### Where the registers sit

Bar = 200 um. Other sequential cells in the stronger gray, the rest of the logic in the fainter gray.
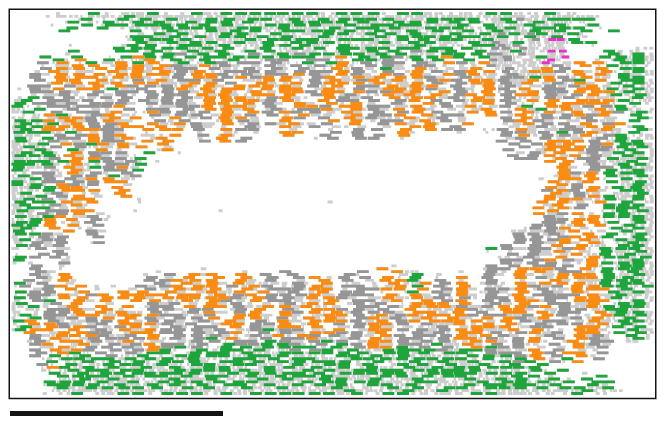
### Placed cells, one color a class

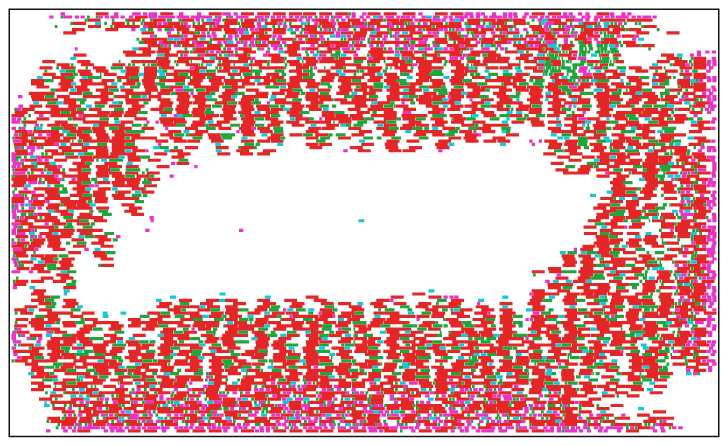
### Routed metal per tile

Bar = 200 um. The die is cut into 30 by 18 equal tiles; dark blue is low, red is high, scaled to the fullest tile. Values are wire area over tile area, all layers added.
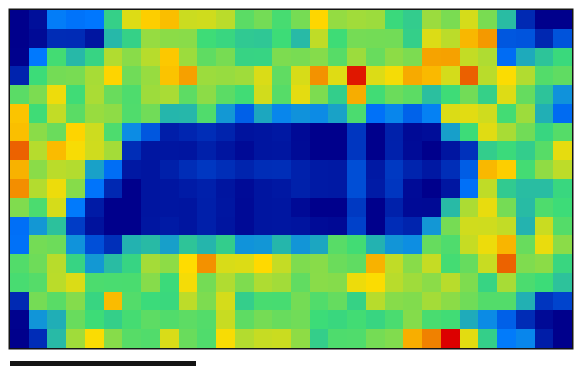
### Routed metal, one color a layer

Bar = 200 um.
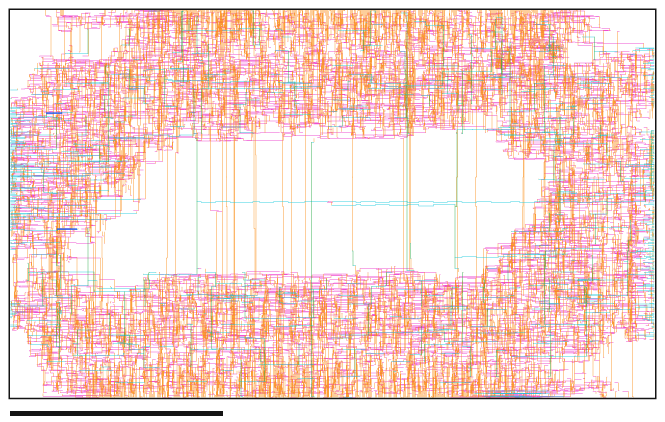
### Routing congestion map

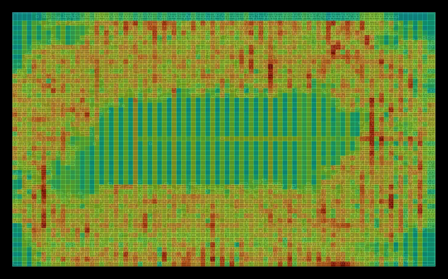
`config.mk`:
```
export PLATFORM = sky130hd
export DESIGN_NAME = window_feeder_flat
export DESIGN_NICKNAME = d
export VERILOG_FILES = /design/src/rtl/window_feeder_if.sv /design/src/rtl/window_feeder.sv /design/src/flat_wrapper.sv
export SDC_FILE = /design/constraint.sdc
export NUM_CORES = 2
export LEC_CHECK = 0
export ABC_CLOCK_PERIOD_IN_PS = 49200
export CAP_MARGIN = 10
export CORE_ASPECT_RATIO = 0.6
export CORE_UTILIZATION = 43
export CTS_BUF_LIST = sky130_fd_sc_hd__clkbuf_4 sky130_fd_sc_hd__clkbuf_8
export CTS_CLUSTER_DIAMETER = 120
export CTS_CLUSTER_SIZE = 8
export DETAILED_ROUTE_END_ITERATION = 6
export PLACE_DENSITY = 0.74
export REMOVE_ABC_BUFFERS = 1
export SYNTH_ARGS = -nofsm -noshare
export SYNTH_HDL_FRONTEND = slang
export SYNTH_SLANG_ARGS = --single-unit
```
`constraint.sdc`:
```
create_clock -name i_clk -period 49.2 [get_ports i_clk]
set_clock_uncertainty 0.15 [all_clocks]
set_input_delay 7.38 -clock i_clk [delete_from_list [all_inputs] [get_ports i_clk]]
set_output_delay 7.38 -clock i_clk [all_outputs]
set_load 0.02 [all_outputs]
```
`src/rtl/window_feeder_if.sv`:
```
// Pixel stream from the raster source plus the start_/end_ handshake to the neuron.
// The feeder sits on the slave side; the source/neuron side uses master.
interface window_feeder_if #(
   parameter int DATA_W = 100
);
   logic [DATA_W-1:0] pix_in;
   logic              pix_valid;
   logic              pix_ready;
   logic [DATA_W-1:0] win_0;
   logic [DATA_W-1:0] win_1;
   logic [DATA_W-1:0] win_2;
   logic [DATA_W-1:0] win_3;
   logic [DATA_W-1:0] win_4;
   logic [DATA_W-1:0] win_5;
   logic [DATA_W-1:0] win_6;
   logic [DATA_W-1:0] win_7;
   logic [DATA_W-1:0] win_8;
   logic              start_;
   logic              end_;

   modport master (
      output pix_in, pix_valid, end_,
      input  pix_ready, start_,
      input  win_0, win_1, win_2, win_3, win_4, win_5, win_6, win_7, win_8
   );

   modport slave (
      input  pix_in, pix_valid, end_,
      output pix_ready, start_,
      output win_0, win_1, win_2, win_3, win_4, win_5, win_6, win_7, win_8
   );
endinterface

```
`src/rtl/window_feeder.sv`:
```
// Buffers two raster lines, builds a 3x3 window per valid position and hands it to the
// 9-input neuron, stalling the pixel stream until the neuron reports done on end_.
//
//   state   | meaning
//   --------+--------------------------------------------------------------
//   FILL    | accept pixels; a pixel at row>=2, col>=2 completes a window
//   ISSUE   | start_ high for one cycle, window frozen
//   WAIT_LO | wait for end_ low (discard stale done from previous run)
//   WAIT_HI | wait for end_ high; last window of frame pulses frame_done
module window_feeder #(
   parameter int DATA_W  = 100,
   parameter int IMG_W   = 8,
   parameter int IMG_H   = 8,
   parameter int TIMEOUT = 64
) (
   input  logic                     i_clk,
   input  logic                     i_rst,
   window_feeder_if.slave           bus,
   output logic [$clog2(IMG_H)-1:0] o_win_row,
   output logic [$clog2(IMG_W)-1:0] o_win_col,
   output logic                     o_frame_done,
   output logic                     o_err
);

   localparam int RW = $clog2(IMG_H);
   localparam int CW = $clog2(IMG_W);
   localparam int TW = $clog2(TIMEOUT + 1);

   localparam logic [RW-1:0] ROW_LAST = RW'(IMG_H - 1);
   localparam logic [CW-1:0] COL_LAST = CW'(IMG_W - 1);
   localparam logic [TW-1:0] TMR_LOAD = TW'(TIMEOUT - 1);

   localparam logic [1:0] S_FILL    = 2'd0;
   localparam logic [1:0] S_ISSUE   = 2'd1;
   localparam logic [1:0] S_WAIT_LO = 2'd2;
   localparam logic [1:0] S_WAIT_HI = 2'd3;

   logic [1:0]        r_state;
   logic [RW-1:0]     r_row;
   logic [CW-1:0]     r_col;
   logic [RW-1:0]     r_win_row;
   logic [CW-1:0]     r_win_col;
   logic [TW-1:0]     r_tmr;
   logic              r_frame_done;
   logic              r_err;
   logic [DATA_W-1:0] r_win    [9];
   logic [DATA_W-1:0] r_lb_top [IMG_W];
   logic [DATA_W-1:0] r_lb_mid [IMG_W];

   logic              w_pix_ready;
   logic              w_accept;
   logic              w_win_pos;
   logic              w_last_win;
   logic              w_tmr_tc;
   logic [DATA_W-1:0] w_col_top;
   logic [DATA_W-1:0] w_col_mid;

   assign w_pix_ready = (r_state == S_FILL) && !i_rst;
   assign w_accept    = bus.pix_valid && w_pix_ready;
   assign w_win_pos   = (r_row >= RW'(2)) && (r_col >= CW'(2));
   assign w_last_win  = (r_win_row == ROW_LAST) && (r_win_col == COL_LAST);
   assign w_tmr_tc    = (r_tmr == '0);
   assign w_col_top   = r_lb_top[r_col];
   assign w_col_mid   = r_lb_mid[r_col];

   // Line buffers carry no reset: each column is rewritten before it reaches a window.
   always_ff @(posedge i_clk) begin
      if (w_accept) begin
         r_lb_top[r_col] <= r_lb_mid[r_col];
         r_lb_mid[r_col] <= bus.pix_in;
      end
   end

   always_ff @(posedge i_clk) begin
      if (i_rst) begin
         r_state      <= S_FILL;
         r_row        <= '0;
         r_col        <= '0;
         r_win_row    <= '0;
         r_win_col    <= '0;
         r_tmr        <= '0;
         r_frame_done <= 1'b0;
         r_err        <= 1'b0;
         for (int k = 0; k < 9; k++) begin
            r_win[k] <= '0;
         end
      end else begin
         r_frame_done <= 1'b0;
         case (r_state)
            S_FILL: begin
               if (w_accept) begin
                  // Window registers only move on accept, so they stay frozen until FILL.
                  for (int i = 0; i < 3; i++) begin
                     r_win[3*i]   <= r_win[3*i+1];
                     r_win[3*i+1] <= r_win[3*i+2];
                  end
                  r_win[2] <= w_col_top;
                  r_win[5] <= w_col_mid;
                  r_win[8] <= bus.pix_in;
                  if (r_col == COL_LAST) begin
                     r_col <= '0;
                     r_row <= (r_row == ROW_LAST) ? '0 : r_row + 1'b1;
                  end else begin
                     r_col <= r_col + 1'b1;
                  end
                  if (w_win_pos) begin
                     r_state   <= S_ISSUE;
                     r_win_row <= r_row;
                     r_win_col <= r_col;
                  end
               end
            end
            S_ISSUE: begin
               r_state <= S_WAIT_LO;
               r_tmr   <= TMR_LOAD;
            end
            S_WAIT_LO: begin
               if (!bus.end_) begin
                  r_state <= S_WAIT_HI;
                  r_tmr   <= TMR_LOAD;
               end else if (w_tmr_tc) begin
                  r_err   <= 1'b1;
                  r_state <= S_FILL;
               end else begin
                  r_tmr <= r_tmr - 1'b1;
               end
            end
            S_WAIT_HI: begin
               if (bus.end_) begin
                  r_state      <= S_FILL;
                  r_frame_done <= w_last_win;
               end else if (w_tmr_tc) begin
                  r_err   <= 1'b1;
                  r_state <= S_FILL;
               end else begin
                  r_tmr <= r_tmr - 1'b1;
               end
            end
            default: r_state <= S_FILL;
         endcase
      end
   end

   assign bus.pix_ready = w_pix_ready;
   assign bus.start_    = (r_state == S_ISSUE) && !i_rst;
   assign bus.win_0     = r_win[0];
   assign bus.win_1     = r_win[1];
   assign bus.win_2     = r_win[2];
   assign bus.win_3     = r_win[3];
   assign bus.win_4     = r_win[4];
   assign bus.win_5     = r_win[5];
   assign bus.win_6     = r_win[6];
   assign bus.win_7     = r_win[7];
   assign bus.win_8     = r_win[8];

   assign o_win_row    = r_win_row;
   assign o_win_col    = r_win_col;
   assign o_frame_done = r_frame_done;
   assign o_err        = r_err;

endmodule

```
`src/flat_wrapper.sv`:
```
// flat-port wrapper written by rule: the top's interface ports become plain ports
module window_feeder_flat 
#(
   parameter int DATA_W  = 100,
   parameter int IMG_W   = 8,
   parameter int IMG_H   = 8,
   parameter int TIMEOUT = 64
)
  (i_clk, i_rst, o_win_row, o_win_col, o_frame_done, o_err, bus_pix_in, bus_pix_valid, bus_end_, bus_pix_ready, bus_start_, bus_win_0, bus_win_1, bus_win_2, bus_win_3, bus_win_4, bus_win_5, bus_win_6, bus_win_7, bus_win_8);
  window_feeder_if #(.DATA_W(DATA_W)) bus_i ();
  input  logic i_clk;
  input  logic i_rst;
  output logic [$clog2(IMG_H)-1:0] o_win_row;
  output logic [$clog2(IMG_W)-1:0] o_win_col;
  output logic o_frame_done;
  output logic o_err;
  input wire logic [$bits(bus_i.pix_in)-1:0] bus_pix_in;
  input wire logic [$bits(bus_i.pix_valid)-1:0] bus_pix_valid;
  input wire logic [$bits(bus_i.end_)-1:0] bus_end_;
  output wire logic [$bits(bus_i.pix_ready)-1:0] bus_pix_ready;
  output wire logic [$bits(bus_i.start_)-1:0] bus_start_;
  output wire logic [$bits(bus_i.win_0)-1:0] bus_win_0;
  output wire logic [$bits(bus_i.win_1)-1:0] bus_win_1;
  output wire logic [$bits(bus_i.win_2)-1:0] bus_win_2;
  output wire logic [$bits(bus_i.win_3)-1:0] bus_win_3;
  output wire logic [$bits(bus_i.win_4)-1:0] bus_win_4;
  output wire logic [$bits(bus_i.win_5)-1:0] bus_win_5;
  output wire logic [$bits(bus_i.win_6)-1:0] bus_win_6;
  output wire logic [$bits(bus_i.win_7)-1:0] bus_win_7;
  output wire logic [$bits(bus_i.win_8)-1:0] bus_win_8;
  assign bus_i.pix_in = bus_pix_in;
  assign bus_i.pix_valid = bus_pix_valid;
  assign bus_i.end_ = bus_end_;
  assign bus_pix_ready = bus_i.pix_ready;
  assign bus_start_ = bus_i.start_;
  assign bus_win_0 = bus_i.win_0;
  assign bus_win_1 = bus_i.win_1;
  assign bus_win_2 = bus_i.win_2;
  assign bus_win_3 = bus_i.win_3;
  assign bus_win_4 = bus_i.win_4;
  assign bus_win_5 = bus_i.win_5;
  assign bus_win_6 = bus_i.win_6;
  assign bus_win_7 = bus_i.win_7;
  assign bus_win_8 = bus_i.win_8;
  window_feeder #(.DATA_W(DATA_W), .IMG_W(IMG_W), .IMG_H(IMG_H), .TIMEOUT(TIMEOUT)) u_core (.i_clk(i_clk), .i_rst(i_rst), .bus(bus_i), .o_win_row(o_win_row), .o_win_col(o_win_col), .o_frame_done(o_frame_done), .o_err(o_err));
endmodule
```
==> results.tsv <==
metric	value	unit
yosys-top-cells-area	edfxtp_1, mux4_2, and2_1, mux2_2, mux2i_1	
async_flop_share	0	
max_slew.worst_pin.slew	1.097	ns
firstDrtPassIters	5	
p_total	4.235	mW
post-route-period-util	0.3468	
synth.largest_area_cell	edfxtp_1	
placedCellCount	8099	
final_core_util	0.5207	
drv_cap	0	
hold_slack	0.3262	ns
syn_inst	4364	
viasPerCell	5.173	
cts_hold_buffers	0	
finalInstanceArea	0.1126	mm^2
min-delay-path-class	reg2reg	
antenna_found_initial	9	
initialDrtViolationCount	3490	
ys_seq_elements	2526	
status	complete, no violations	
peakVddDrop	0.02113	mV
yosys-stat-area	0.09373	mm^2
dp_hpwl	108100	um
relSlewSlack	0.2668	
dp_slack	32.19	ns
p_leak	36.48	nW
yosysWarnings	0	
required	41.67	ns
worstSetupPathType	in2out	
postRouteAntennaNets	0	
drc	0	
fmax	58.61	MHz
setup_viol	0	
chip_area	0.2199	mm^2
clockBufferDepth	4	
synthesis.area	0.09373	mm^2
cts_setup_buffers	0	
port_buffers	1013	
path_max_fanout	28	
cts_buffers	358	
min_period	17.06	ns
layout-drive-gt1-share	0.1746	
crit_path_end_kind	output pin	
finalWorstSetupSlack	32.14	ns
warnings	50	
fin_nets	5689	
synthFlopType	edfxtp_1	
rows	132	
coreArea	0.2162	mm^2
most_common_cell	edfxtp_1	
crit_arrival	9.53	ns
syn_to_final_growth	20.10	%
top_cell_area_share	0.8010	
finalHoldViolCount	0	
post_cts_resized	0	
clkLatencyLatePin	0.92	ns
die.size.y	363.6	um
overflow	0	
initial_core_util	0.4335	
placed_cell_area	0.1072	mm^2
place_congestion	0.7482	
edf_count	2500	
clock_sinks	2526	
slew_violations	0	
cts_max_level	5	
cts_tree	built	
top_cells_by_count	edfxtp_1, and2_1, mux4_2, clkbuf_1, nor2_1	
synth-seq-area-share	0.8065	
grt_pass1_vias	45790	
clockRootBuffer	clkbuf_8	
yosysUniqueCellTypes	41	
grt_max_degree	188	
ys_cells	4364	
syn_area_per_cell	21.48	um^2
chipWidth	604.7	um
io-pin-count	1014	
setup_tns	0	ns
clk_pin_slew	0.06	ns
start_kind	input pin	
rsz0062_at_grt	false	
final_cell_count_no_fill	8502	
power_density	37.62	mW/mm^2
grt_pass1_wl	283300	um
About 'Where the registers sit':
Orange shows `u_core.r_lb_top`, placed flops 800, where all over the die. Green shows `u_core.r_win`, placed flops 900, where all over the die. Magenta shows `u_core.r_tmr`, placed flops 7, where north-east.

About 'Placed cells, one color a class':
Cyan shows clock drivers and dummy loads, cells 401, share of their area 4.9%. Green shows remaining logic cells, cells 1,616, share of their area 16%. Magenta shows remaining buffers and delay cells, cells 1,076, share of their area 9.9%. Red shows registers, cells 2,526, share of their area 69%.

About 'Routed metal per tile':
The mean over all tiles is 0.14. 54% of the tiles are over half the peak. The emptiest ninth of the die: center. The fullest tile reaches 0.32. 5.0% of the tiles are nearly empty.
drt wl/cell: 22.50 um
gr usage total: 0.1687
detailed-route via count: 43,980
WL final: 191,300 um

About 'Routed metal, one color a layer':
Blue shows M5, wire length 31.3 um. Orange shows M2, wire length 98.1 mm. Magenta shows M1, wire length 78.7 mm. Green shows M4, wire length 4,020 um. Cyan shows M3, wire length 10,500 um.

About 'Routing congestion map':
met3 Resource Use GR: 0.03560
M2 GR Usage: 0.2906
GR peak layer: met2
M1 GR Usage: 0.2173

[metal layers]
| layer | vias to the layer above | track usage | wire length, um |
|---|---|---|---|
| met4 | 4 | 0.04681 | 4020 |
| met5 | - | 0 | 31 |
| met1 | 22970 | 0.2173 | 78690 |
| met2 | 1282 | 0.2906 | 98080 |
| li1 | 19420 | - | - |
| met3 | 313 | 0.03560 | 10480 |
[worst paths after layout]
path | start | endpoint | slack [ns] | depth (start not counted)
setup / recovery | i_rst | bus_start_ | 32.14 | 4
hold / removal | u_core.o_win_col[0] | u_core.o_win_col[0] | 0.33 | 2
setup reg to reg | u_core.r_state[0] | u_core.r_win[0][715] | 43.12 | 6
hold reg to reg | u_core.o_win_col[0] | u_core.o_win_col[0] | 0.33 | 2
[power breakdown]
part | leakage, nW | switching [mW] | internal, mW
Combinational | 9.47 | 0.196 | 0.153
Sequential | 24.2 | 0.0304 | 2.45
Clock | 2.79 | 0.725 | 0.676
Total | 36.5 | 0.952 | 3.28
[registers in the layout, indices dropped and copies added (netlist names), named ones only]
register             cells
u_core.o_err             1
u_core.o_frame_done      1
u_core.o_win_col         3
u_core.o_win_row         3
u_core.r_col             3
u_core.r_lb_mid        800
u_core.r_lb_top        800
u_core.r_row             3
u_core.r_state           2
u_core.r_tmr             7
u_core.r_win           900
[cell usage in the layout (no fill, tap or decap), types with 4 or more instances in the layout]
cell type	n
a21oi_1	15
and2_1	801
buf_12	10
buf_4	53
clkbuf_4	18
clkbuf_8	363
clkdlybuf4s50_1	1013
dfxtp_1	23
edfxtp_1	2500
ha_1	7
inv_6	7
inv_8	8
mux2_2	101
mux2i_1	102
mux4_2	400
nand2_1	18
nor2_1	113
nor3_1	8
nor3_2	4
o21ai_0	4
[area by class of cell]
type                       count  area [um^2]
timing repair buffer        1076        10740
inverter                       3        11.26
clock buffer                 381         5131
tap                         2881         3605
fill                       16610       103600
antenna                        2        5.005
sequential                  2526        75600
clock inverter                20        196.4
multi-input combinational   1613        17280
[logic make-up after synthesis]
logic type      count (synthesis)  share of synthesized area
compound gates                 30                   0.002003
xor+xnor                        2                  0.0001869
fa+ha+maj                       7                  0.0009344
buf+inv                       225                   0.009879
flops                        2526                     0.8065
mux                           603                     0.1191
simple gates                  971                    0.06133
[critical path, stage by stage]
cell and delay [ns]:
clkdlybuf4s50_1 0.96, nand2b_1 0.42, nor2_1 0.14, clkdlybuf4s50_1 0.63
Power figures rest on the tool's default switching activity, not on a simulated workload.
